run_1/io_placement.png
Scale: 4 px per µm. Pins as bars across the die edge, other pins in grey.
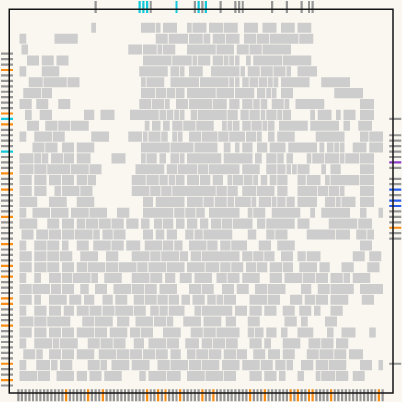
run_1/clocks.png
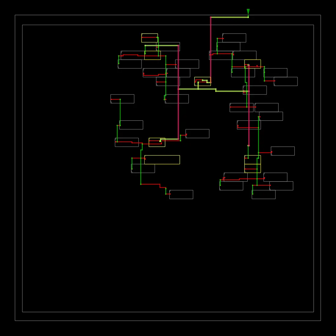
run_1/layer_met3.png
Scale: 4 px per µm.
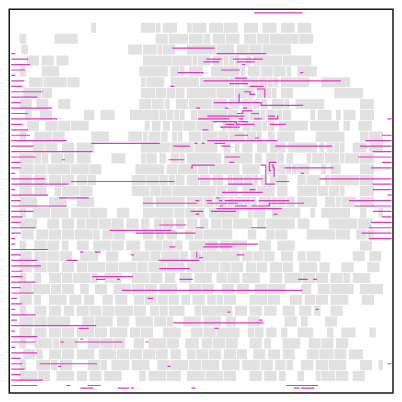
### src/rtl/tmr_fault_monitor.sv
`default_nettype none
// ============================================================================
// Module   : tmr_fault_monitor
// Brief    : Registered fault classifier/logger behind a bank of per-bit TMR
//            majority voters. Identifies the disagreeing replica(s), keeps
//            saturating per-replica error counters, raises sticky alarm,
//            multi and overflow flags, and publishes a one-entry valid/ready
//            event record.
//            Optional feature macro: TMR_FAULT_MON_BITIDX_EN (adds the
//            lowest-faulty-bit priority encoder to the event record).
// Revision : 1.0 - initial release
// ============================================================================
module tmr_fault_monitor #(
    parameter int DATA_WIDTH = 32,
    parameter int CNT_WIDTH  = 8,
    parameter int THRESHOLD  = 4
) (
    input  logic                                              clk_i,
    input  logic                                              rst_i,
    input  logic                                              valid_i,
    input  logic [DATA_WIDTH-1:0]                             a_i,
    input  logic [DATA_WIDTH-1:0]                             b_i,
    input  logic [DATA_WIDTH-1:0]                             c_i,
    input  logic [DATA_WIDTH-1:0]                             majority_i,
    input  logic [DATA_WIDTH-1:0]                             fault_i,
    input  logic                                              clr_i,
    output logic                                              evt_valid_o,
    input  logic                                              evt_ready_i,
    output logic [2:0]                                        evt_mask_o,
    output logic                                              evt_multi_o,
    output logic [((DATA_WIDTH > 1) ? $clog2(DATA_WIDTH) : 1)-1:0] evt_bit_o,
    output logic [CNT_WIDTH-1:0]                              cnt_a_o,
    output logic [CNT_WIDTH-1:0]                              cnt_b_o,
    output logic [CNT_WIDTH-1:0]                              cnt_c_o,
    output logic                                              alarm_o,
    output logic                                              multi_o,
    output logic                                              overflow_o
);

    localparam int                   c_BIT_W   = (DATA_WIDTH > 1) ? $clog2(DATA_WIDTH) : 1;
    localparam logic [CNT_WIDTH-1:0] c_CNT_MAX = {CNT_WIDTH{1'b1}};
    localparam logic [CNT_WIDTH-1:0] c_THRESH  = CNT_WIDTH'(THRESHOLD);

    // Increment unless already at full scale; counters never wrap.
    function automatic logic [CNT_WIDTH-1:0] f_sat_inc(
        input logic [CNT_WIDTH-1:0] v,
        input logic                 en
    );
        return (en && (v != c_CNT_MAX)) ? v + CNT_WIDTH'(1) : v;
    endfunction

    // ------------------------------------------------------------------------
    // State
    // ------------------------------------------------------------------------
    logic [CNT_WIDTH-1:0] r_cnt_a;
    logic [CNT_WIDTH-1:0] r_cnt_b;
    logic [CNT_WIDTH-1:0] r_cnt_c;
    logic                 r_alarm;
    logic                 r_multi;
    logic                 r_overflow;
    logic                 r_evt_valid;
    logic [2:0]           r_evt_mask;
    logic                 r_evt_multi;

    // ------------------------------------------------------------------------
    // Classification
    // ------------------------------------------------------------------------
    logic                 w_any_fault;
    logic                 w_event;
    logic                 w_count_en;
    logic [2:0]           w_mask;
    logic                 w_multi;
    logic                 w_load;
    logic [CNT_WIDTH-1:0] w_cnt_a_nxt;
    logic [CNT_WIDTH-1:0] w_cnt_b_nxt;
    logic [CNT_WIDTH-1:0] w_cnt_c_nxt;
    logic                 w_alarm_hit;

    assign w_any_fault = |fault_i;
    assign w_event     = valid_i & w_any_fault;
    // A clear in the same cycle swallows the event completely.
    assign w_count_en  = w_event & ~clr_i;

    // Only bits the voters flagged count towards a replica's mismatch.
    assign w_mask[0] = |((a_i ^ majority_i) & fault_i);
    assign w_mask[1] = |((b_i ^ majority_i) & fault_i);
    assign w_mask[2] = |((c_i ^ majority_i) & fault_i);

    // Two or more replicas wrong is uncorrectable; none wrong despite a
    // flagged bit means the voter inputs are inconsistent.
    assign w_multi = (w_mask[0] & w_mask[1]) | (w_mask[0] & w_mask[2]) |
                     (w_mask[1] & w_mask[2]) | (w_mask == 3'b000);

    // The record slot takes a new event if empty or being drained this edge.
    assign w_load = w_count_en & (~r_evt_valid | evt_ready_i);

    assign w_cnt_a_nxt = clr_i ? '0 : f_sat_inc(r_cnt_a, w_count_en & w_mask[0]);
    assign w_cnt_b_nxt = clr_i ? '0 : f_sat_inc(r_cnt_b, w_count_en & w_mask[1]);
    assign w_cnt_c_nxt = clr_i ? '0 : f_sat_inc(r_cnt_c, w_count_en & w_mask[2]);

    // Alarm is judged on the next counter values so it appears together
    // with the count that triggers it.
    assign w_alarm_hit = (w_cnt_a_nxt >= c_THRESH) | (w_cnt_b_nxt >= c_THRESH) |
                         (w_cnt_c_nxt >= c_THRESH);

    // Counters and sticky flags.
    always_ff @(posedge clk_i) begin
        if (rst_i) begin
            r_cnt_a    <= '0;
            r_cnt_b    <= '0;
            r_cnt_c    <= '0;
            r_alarm    <= 1'b0;
            r_multi    <= 1'b0;
            r_overflow <= 1'b0;
        end else begin
            r_cnt_a    <= w_cnt_a_nxt;
            r_cnt_b    <= w_cnt_b_nxt;
            r_cnt_c    <= w_cnt_c_nxt;
            r_alarm    <= clr_i ? 1'b0 : (r_alarm | w_alarm_hit);
            r_multi    <= clr_i ? 1'b0 : (r_multi | (w_count_en & w_multi));
            r_overflow <= clr_i ? 1'b0 :
                          (r_overflow | (w_count_en & r_evt_valid & ~evt_ready_i));
        end
    end

    // Single-entry event record; a clear leaves a pending record in place.
    always_ff @(posedge clk_i) begin
        if (rst_i) begin
            r_evt_valid <= 1'b0;
            r_evt_mask  <= 3'b000;
            r_evt_multi <= 1'b0;
        end else begin
            r_evt_valid <= w_load | (r_evt_valid & ~evt_ready_i);
            if (w_load) begin
                r_evt_mask  <= w_mask;
                r_evt_multi <= w_multi;
            end
        end
    end

`ifdef TMR_FAULT_MON_BITIDX_EN
    logic [c_BIT_W-1:0] w_bit_idx;
    logic [c_BIT_W-1:0] r_evt_bit;

    // Priority encoder: scanning downwards leaves the lowest set index.
    always_comb begin
        w_bit_idx = '0;
        for (int i = DATA_WIDTH - 1; i >= 0; i--) begin
            if (fault_i[i]) begin
                w_bit_idx = c_BIT_W'(i);
            end
        end
    end

    // Bit index is captured alongside the rest of the record.
    always_ff @(posedge clk_i) begin
        if (rst_i) begin
            r_evt_bit <= '0;
        end else if (w_load) begin
            r_evt_bit <= w_bit_idx;
        end
    end

    assign evt_bit_o = r_evt_bit;
`else
    assign evt_bit_o = '0;
`endif

    assign evt_valid_o = r_evt_valid;
    assign evt_mask_o  = r_evt_mask;
    assign evt_multi_o = r_evt_multi;
    assign cnt_a_o     = r_cnt_a;
    assign cnt_b_o     = r_cnt_b;
    assign cnt_c_o     = r_cnt_c;
    assign alarm_o     = r_alarm;
    assign multi_o     = r_multi;
    assign overflow_o  = r_overflow;

endmodule
`default_nettype wire

### config.mk
export PLATFORM = sky130hd
export DESIGN_NAME = tmr_fault_monitor
export DESIGN_NICKNAME = d
export VERILOG_FILES = /design/src/rtl/tmr_fault_monitor.sv
export SDC_FILE = /design/constraint.sdc
export NUM_CORES = 1
export LEC_CHECK = 0
export CAP_MARGIN = 20
export CORE_MARGIN = 2
export CORE_UTILIZATION = 37
export DETAILED_ROUTE_END_ITERATION = 6
export PLACE_DENSITY = 0.94
export SLEW_MARGIN = 40
export SYNTH_ARGS = -nofsm -noshare
export SYNTH_HDL_FRONTEND = slang
export SYNTH_SLANG_ARGS = --single-unit
### constraint.sdc
create_clock -name clk_i -period 2.6 [get_ports clk_i]
set_input_delay 0.52 -clock clk_i [delete_from_list [all_inputs] [get_ports clk_i]]
set_output_delay 0.52 -clock clk_i [all_outputs]
set_load 0.005 [all_outputs]
==> out/qor.rpt, run 1 <==
============================================================================
Post-Place Setup Slack                                             -0.649 ns
Yosys warning tally                                                        0
Async set-or-reset flop fraction in the synthesized netlist               0%
Cell count listed in synth_stat.txt                                      375
Largest net degree at the start of global routing                         26
IR drop worst, VDD                                                  0.202 mV
Post-layout net count                                                    797
Final period demand of the worst path                                2.65 ns
Total placed cells including tap cells                                   723
Slowest CP cell                                                 dlygate4sd2_1
Highest clock frequency the design can meet                          378 MHz
Area leader share                                                      28.8%
Sequential fraction of the synthesis area                              20.6%
Total of max-cap violations                                                0
Highest net fanout along the worst path                                    6
Endpoint arrival time on the critical path                           2.80 ns
Die height                                                           95.6 µm
HPWL reported at the end of detailed placement                     11,700 µm
Post-synth EDFFs                                                           0
Flip-flop and latch count after synthesis                                 32
Wire length of the first global-routing pass                       21,600 µm
CTS Hold Buffers Added                                                     0
Final cell count without fillers                                         737
Slowest Stage Delay on Critical Path                                 0.31 ns
Clock-pin transition on the worst setup and hold timing paths        0.06 ns
FP Rows                                                                   33
Gate count after technology mapping                                      375
H-tree levels                                                              2
Leakage power of the design                                          2.74 nW
Synth Flop Type                                                      dfxtp_1
Violations in the final reports                                 setup timing
Worst max-slew margin expressed relative to the limit                  65.9%
Kind of end point of the critical path                                  flop
Power density cells                                               287 mW/mm²
Layout cell share with drive strength beyond 1                         27.3%
Leading post-synthesis cells by cell area                       xor2_1 29%, dfxtp_1 21%, a22oi_1 11%, nor2_1 4.4%, xnor2_1 4.2%
Init Core Util                                                         38.0%
Total negative slack                                              -0.0473 ns
Setup violators final                                                      1
Transition time at the pin with the least slew margin               0.511 ns
Min Hold Slack                                                      0.479 ns
Cell chain of the critical path                                 dlygate4sd2_1 -> a22oi_2 -> nand4_1 -> buf_4 -> buf_4 -> nor4_4 -> buf_4 -> nand4b_1 -> xnor2_1 -> a211oi_2 -> a41oi_2
Library cell with the largest summed area after synthesis             xor2_1
Final setup slack of the worst path                               -0.0473 ns
Area grow syn2layout                                                   89.6%
Core area                                                        0.00818 mm²
Detailed-route via count                                               4,233
Total Routing Usage GR                                                 30.8%
Final tally of max-slew violations                                         0
Worst path top cell family by delay                             buffers and inverters
Commonest cells after routing, fill and taps aside              95 x xor2_1, 67 x dlygate4sd2_1, 57 x buf_4
Outcome                                                         complete, but fails checks
Vias in the first global route                                         4,363
Yosys cell types                                                          44
Vias per inst                                                           5.74
Total congestion overflow                                                  0
Length of the first detailed-routing pass in iterations                    5
Wirelength, routed                                                 15,400 µm
Horizontal extent of the die                                         95.6 µm
Most numerous cell on the critical path                                buf_4
Drc violations                                                             0
Antenna Violating Nets Remaining                                           0
Wire per inst                                                        20.8 µm
============================================================================
## Picture notes: io_placement.png
`evt_mask_o`: marked blue, pins 3, direction output, edge right. `overflow_o`: marked purple, pins 1, direction output, edge right. `cnt_a_o`: marked cyan, pins 8, direction output, edge 6 top, 2 left. `majority_i`: marked orange, pins 32, direction input, edge 17 bottom, 14 left, 1 right.

## Picture notes: clocks.png
number of sequential cells: 32
number of clock buffers in the layout: 7

## Picture notes: layer_met3.png
157 nets have wire on it. The layer carries 1,090 µm of wire.

run 1: flip-flops by register name, summed over array words and instances, names as in the netlist:
| register | count |
|---|---|
| evt_valid_o | 1 |
| evt_mask_o | 3 |
| evt_multi_o | 1 |
| cnt_b_o | 8 |
| cnt_a_o | 8 |
| cnt_c_o | 8 |
| overflow_o | 1 |
| multi_o | 1 |
| alarm_o | 1 |
run 1: metal layers:
layer	track usage [%]	wire length, µm	vias up
met2	56.8	7760	253
met4	14.2	1040	0
met1	33.8	5460	2002
met5	0	0	-
met3	5.61	1090	89
li1	-	-	1889
run 1: through the flow:
step           area [µm²]  utilization (%)  total power, mW
2_1_floorplan        3120                -            0.728
3_3_place_gp         5570             68.1             1.16
3_5_place_dp         5570             68.1             1.17
4_1_cts              5720             70.0             1.66
5_1_grt              5880             72.0             1.75
6_report             5880             72.0             1.69
run 1: Yosys cell counts (2+ instances only):
cell type / number
dfxtp_1: 32
clkbuf_1: 6
o31ai_1: 2
a211oi_1: 4
and4_1: 4
and2_1: 3
nor2_1: 36
mux2i_1: 4
nand2_1: 13
a22oi_2: 4
xnor2_1: 15
o31a_1: 2
o211ai_1: 2
nor4_4: 2
a22oi_1: 44
and3_1: 3
buf_4: 5
xor2_1: 102
o21ai_0: 7
ha_1: 3
or3_1: 4
a21oi_1: 7
or4_1: 3
nand4_1: 18
nand3_1: 6
inv_1: 4
nor3_1: 5
nor2b_1: 5
nor4_1: 15
run 1: layout make-up:
class	instances	area (µm²)
Antenna cell	2	5.00
Clock buffer	7	96.3
Clock inverter	1	30.0
Fill cell	595	2290
Inverter	4	15.0
Multi-Input combinational cell	331	2740
Sequential cell	32	641
Tap cell	105	131
Timing Repair Buffer	255	2220
run 1: timing repair:
item,CTS,global route
gates resized,155,160
setup endpoints to repair,13,5
pin swaps,68,74
buffers inserted,3,3
run 1: worst reg2reg max path, cell delays in order (launching register included):
cell and delay (ns):
dfxtp_1 0.36, ha_1 0.23, and3_1 0.26, nand3_1 0.18, nand4_1 0.26, nor2_1 0.27, nand4b_1 0.19, xnor2_1 0.24
a211oi_2 0.29, a41oi_2 0.14
run 1: power breakdown:
part           internal [mW]  switching, mW  total (mW)  leakage (nW)
Combinational          0.338          0.315       0.654          2.42
Clock                  0.338          0.190       0.528        0.0645
Sequential             0.498        0.00571       0.504         0.259
run 1: path summary, 6_finish.rpt:
| check | slack [ns] | depth (start not counted) | from | endpoint |
|---|---|---|---|---|
| hold / removal | 0.48 | 2 | overflow_o | overflow_o |
| setup reg to reg | 0.03 | 9 | cnt_b_o[0] | alarm_o |
| hold reg to reg | 0.48 | 2 | overflow_o | overflow_o |
| setup / recovery | -0.05 | 11 | fault_i[14] | alarm_o |
run 1: kinds of logic after synthesis:
| group | after synthesis | synth area share [%] |
|---|---|---|
| and+or+nand+nor | 123 | 22.3 |
| xor gates and xnor gates | 117 | 33.0 |
| AOI/OAI and AO/OA | 79 | 18.8 |
| DFF | 32 | 20.6 |
| buffers and inverters | 16 | 2.58 |
| muxes | 4 | 1.29 |
| adders and majority gates | 3 | 1.21 |
| other | 1 | 0.121 |
--- run 2 (diff from run 1) ---
--- a/config.mk
+++ b/config.mk
@@ -9,6 +9,7 @@
 export CORE_MARGIN = 2
 export CORE_UTILIZATION = 37
 export DETAILED_ROUTE_END_ITERATION = 6
+export GPL_TIMING_DRIVEN = 0
 export PLACE_DENSITY = 0.94
 export SLEW_MARGIN = 40
 export SYNTH_ARGS = -nofsm -noshare
run_2/clocks.png
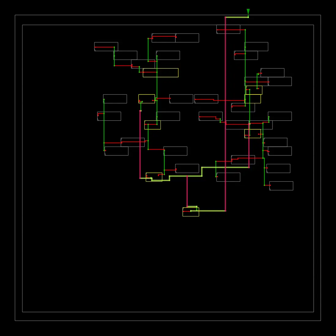
TritonCTS Buffers: 5
Setup Skew: 0.00411 ns
clock network latency to the later pin of the worst-skew pair: 0.29 ns
number of clock sinks seen by CTS: 32
clock network power: 0.530 mW

run_2/io_placement.png
Scale: 4 px per µm. Pins as bars across the die edge, other pins in grey.
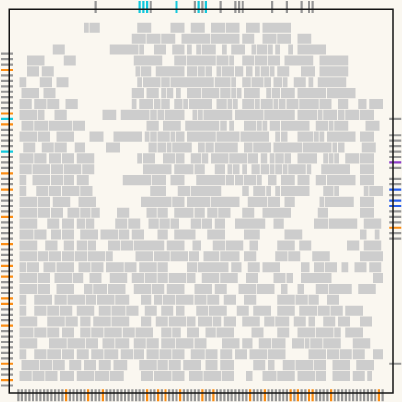
`cnt_a_o`: marked cyan, pins 8, direction output, edge 6 top, 2 left. `overflow_o`: marked purple, pins 1, direction output, edge right. `evt_mask_o`: marked blue, pins 3, direction output, edge right. `majority_i`: marked orange, pins 32, direction input, edge 17 bottom, 14 left, 1 right.

==> run 2 against run 1 <==
The flow now finishes without violations; highest routed layer unchanged; utilization fell by 0.23 points; die size did not move; power fell by 2.4%; count of clock-buffer cells in the layout did not move.
==> out/qor.rpt, run 2 <==
============================================================================
Critical Path Stages                                                       9
Cell chain of the critical path                                 clkdlybuf4s50_1 -> xor2_1 -> a22oi_1 -> nand4_1 -> or4_4 -> and4_4 -> mux2i_2 -> a211oi_2 -> a41oi_2
Initial DRC count                                                        263
Vias per inst                                                           5.56
Highest net fanout along the worst path                                    2
Register-to-Register Path Depth                                           10
Most instantiated logic cell after routing                            xor2_1
Leading post-synthesis cells by cell area                       xor2_1 29%, dfxtp_1 21%, a22oi_1 11%, nor2_1 4.4%, xnor2_1 4.2%
Yosys cell types                                                          44
Post-synthesis chip area from yosys                              0.00310 mm²
Drc violations                                                             0
Final setup slack of the worst path                                0.0324 ns
Compound-gate portion of the synthesized area                          18.8%
Met1 Resource Use GR                                                   34.5%
Total Routing Usage GR                                                 29.3%
Core area                                                        0.00818 mm²
Clock-pin transition on the worst setup and hold timing paths        0.07 ns
Worst path top cell family by delay                             simple AND/OR/NAND/NOR gates
Critical path origin                                                 b_i[29]
Gate count after technology mapping                                      375
Total congestion overflow                                                  0
IR drop worst, VDD                                                  0.198 mV
Post-Place Setup Slack                                             -0.813 ns
Library cell with the largest summed area after synthesis             xor2_1
R2R Path End                                                         alarm_o
Async set-or-reset flop fraction in the synthesized netlist               0%
Leakage power of the design                                          2.81 nW
Critical R2R Launch                                               cnt_b_o[0]
Antenna Violating Nets Remaining                                           0
Met2 Track Usage GR                                                    54.0%
Wire per inst                                                        19.6 µm
Yosys warning tally                                                        0
Most frequent cells after synthesis                             102 x xor2_1, 44 x a22oi_1, 36 x nor2_1
Endpoint arrival time on the critical path                           2.73 ns
Placer congestion estimate                                             0.931
CTS Hold Buffers Added                                                     0
Buffers and inverters on the worst path                                    1
Horizontal extent of the die                                         95.6 µm
Vias in the first global route                                         3,952
CP endpoint                                                          alarm_o
Mux frac, synth                                                        1.29%
Xor+xnor area frac                                                     33.0%
Highest clock frequency the design can meet                          389 MHz
Wire length of the first global-routing pass                       20,300 µm
Top logic family                                                XOR/XNOR gates
HPWL reported at the end of detailed placement                     10,800 µm
Synth Flop Type                                                      dfxtp_1
Final count of hold timing violations                                      0
Min Hold Slack                                                      0.498 ns
Adder and majority gate portion of the synthesized area                1.21%
Unrepaired setup endpoints after global routing                         true
Wirelength, routed                                                 13,800 µm
Power density cells                                               281 mW/mm²
Slowest CP cell                                                        or4_4
Post-layout net count                                                    768
Buffer type at the clock tree root                                  clkbuf_8
Layout cell share with drive strength beyond 1                         19.0%
Sequential fraction of the synthesis area                              20.6%
Post-synth EDFFs                                                           0
Dominant cell by count in the synthesized netlist                     xor2_1
Startpoint types                                                primary input
Die area                                                         0.00913 mm²
Area leader share                                                      28.8%
Area grow syn2layout                                                   89.0%
Critical hold path startpoint                                   evt_mask_o[0]
Cell count listed in synth_stat.txt                                      375
Setup violators final                                                      0
FP Rows                                                                   33
End-of-flow core utilization                                           71.7%
Kind of end point of the critical path                                  flop
Final period demand of the worst path                                2.57 ns
Die height                                                           95.6 µm
Number of I/O port buffers                                               195
Met3 Track Usage GR                                                    4.35%
H-tree levels                                                              2
Min-Delay Path Class                                                 reg2reg
Final clock period utilization by the worst path                       98.8%
Largest net degree at the start of global routing                         11
Final tally of max-slew violations                                         0
Simple-gate share of the synthesized area                              22.3%
Data required, critical path                                         2.76 ns
Commonest cells after routing, fill and taps aside              98 x xor2_1, 67 x dlymetal6s2s_1, 54 x clkdlybuf4s50_1
Init Core Util                                                         38.0%
Length of the first detailed-routing pass in iterations                    5
Initial antenna violation count                                            1
Most congested layer reported by global routing                         met2
Largest buffer count on any clock path                                     2
Flip-flop and latch count after synthesis                                 32
Slowest Stage Delay on Critical Path                                 0.56 ns
Detailed-route via count                                               3,929
Transition time at the pin with the least slew margin               0.515 ns
Flop-to-flop setup slack                                             0.10 ns
Number of top-level pins                                                 202
Total of max-cap violations                                                0
Cell Area, Synth                                                 0.00310 mm²
CTS tree                                                                done
Worst max-slew margin expressed relative to the limit                  65.7%
Outcome                                                         finished, final reports clean
Critical setup path kind                                              in2reg
Mean instance size in the synthesized netlist                       8.27 µm²
Tool Warnings                                                             27
============================================================================
[run 2: cell counts after synthesis]
No cell type changed its count.
[run 2: where the power goes]
group | total (mW) | internal, mW | leakage, nW | switching, mW
registers | 0.504 | 0.498 | 0.259 | 0.00557
logic | 0.612 | 0.321 | 2.49 | 0.291
clock network | 0.530 | 0.338 | 0.0645 | 0.192
total | 1.65 | 1.16 | 2.81 | 0.488
[run 2: timing repair]
item,in CTS,in global routing
resized,105,142
pin swaps,49,77
endpoints found under the setup margin,21,6
setup buffers,16,3
[run 2: per-stage QoR]
stage	cell area [µm²]	instances	total power, mW	setup TNS [ns]
after floorplan	3120	379	0.728	0
after global placement	5200	679	1.10	-10.20
after detailed placement	5200	679	1.12	-11.19
after CTS	5540	703	1.63	0
after global routing	5860	707	1.72	-0.0920
final	5860	707	1.65	0
[run 2: how the worst min path moves through the flow]
stage,end,slack [ns],depth (start not counted)
after floorplan,overflow_o,0.46,2
after global placement,overflow_o,0.45,2
after detailed placement,evt_mask_o[0],0.49,2
after CTS,evt_mask_o[0],0.50,2
after global routing,evt_mask_o[2],0.53,2
final,evt_mask_o[0],0.50,2
[run 2: worst min-delay path: stages (launching register included)]
cell and delay [ns]:
dfxtp_1 0.31, nor2_1 0.09, a211oi_1 0.05
[run 2: logic make-up (layout without fill, tap and decap cells)]
logic type	count (synthesis)	count (layout)
simple gates	123	123
buf+inv	16	238
mux	4	4
fa+ha+maj	3	3
flops	32	32
other cells	1	6
xor+xnor	117	117
compound gates	79	79
[run 2: layout make-up]
class / instances / area, µm²
diodes: 1 / 2.50
plain buffers: 12 / 77.6
clock buffers: 7 / 96.3
clock inverters: 1 / 30.0
fillers: 608 / 2310
inverters: 4 / 15.0
multi-input cells: 331 / 2740
flip-flops and latches: 32 / 641
well taps: 105 / 131
repair buffers: 214 / 2130
[run 2: per-layer routing]
| layer | vias up | wire (µm) |
|---|---|---|
| li1 | 1826 | - |
| met1 | 1857 | 5370 |
| met2 | 205 | 7090 |
| met3 | 41 | 964 |
| met4 | 0 | 429 |
| met5 | - | 0 |
Power figures rest on the tool's default switching activity, not on a simulated workload.
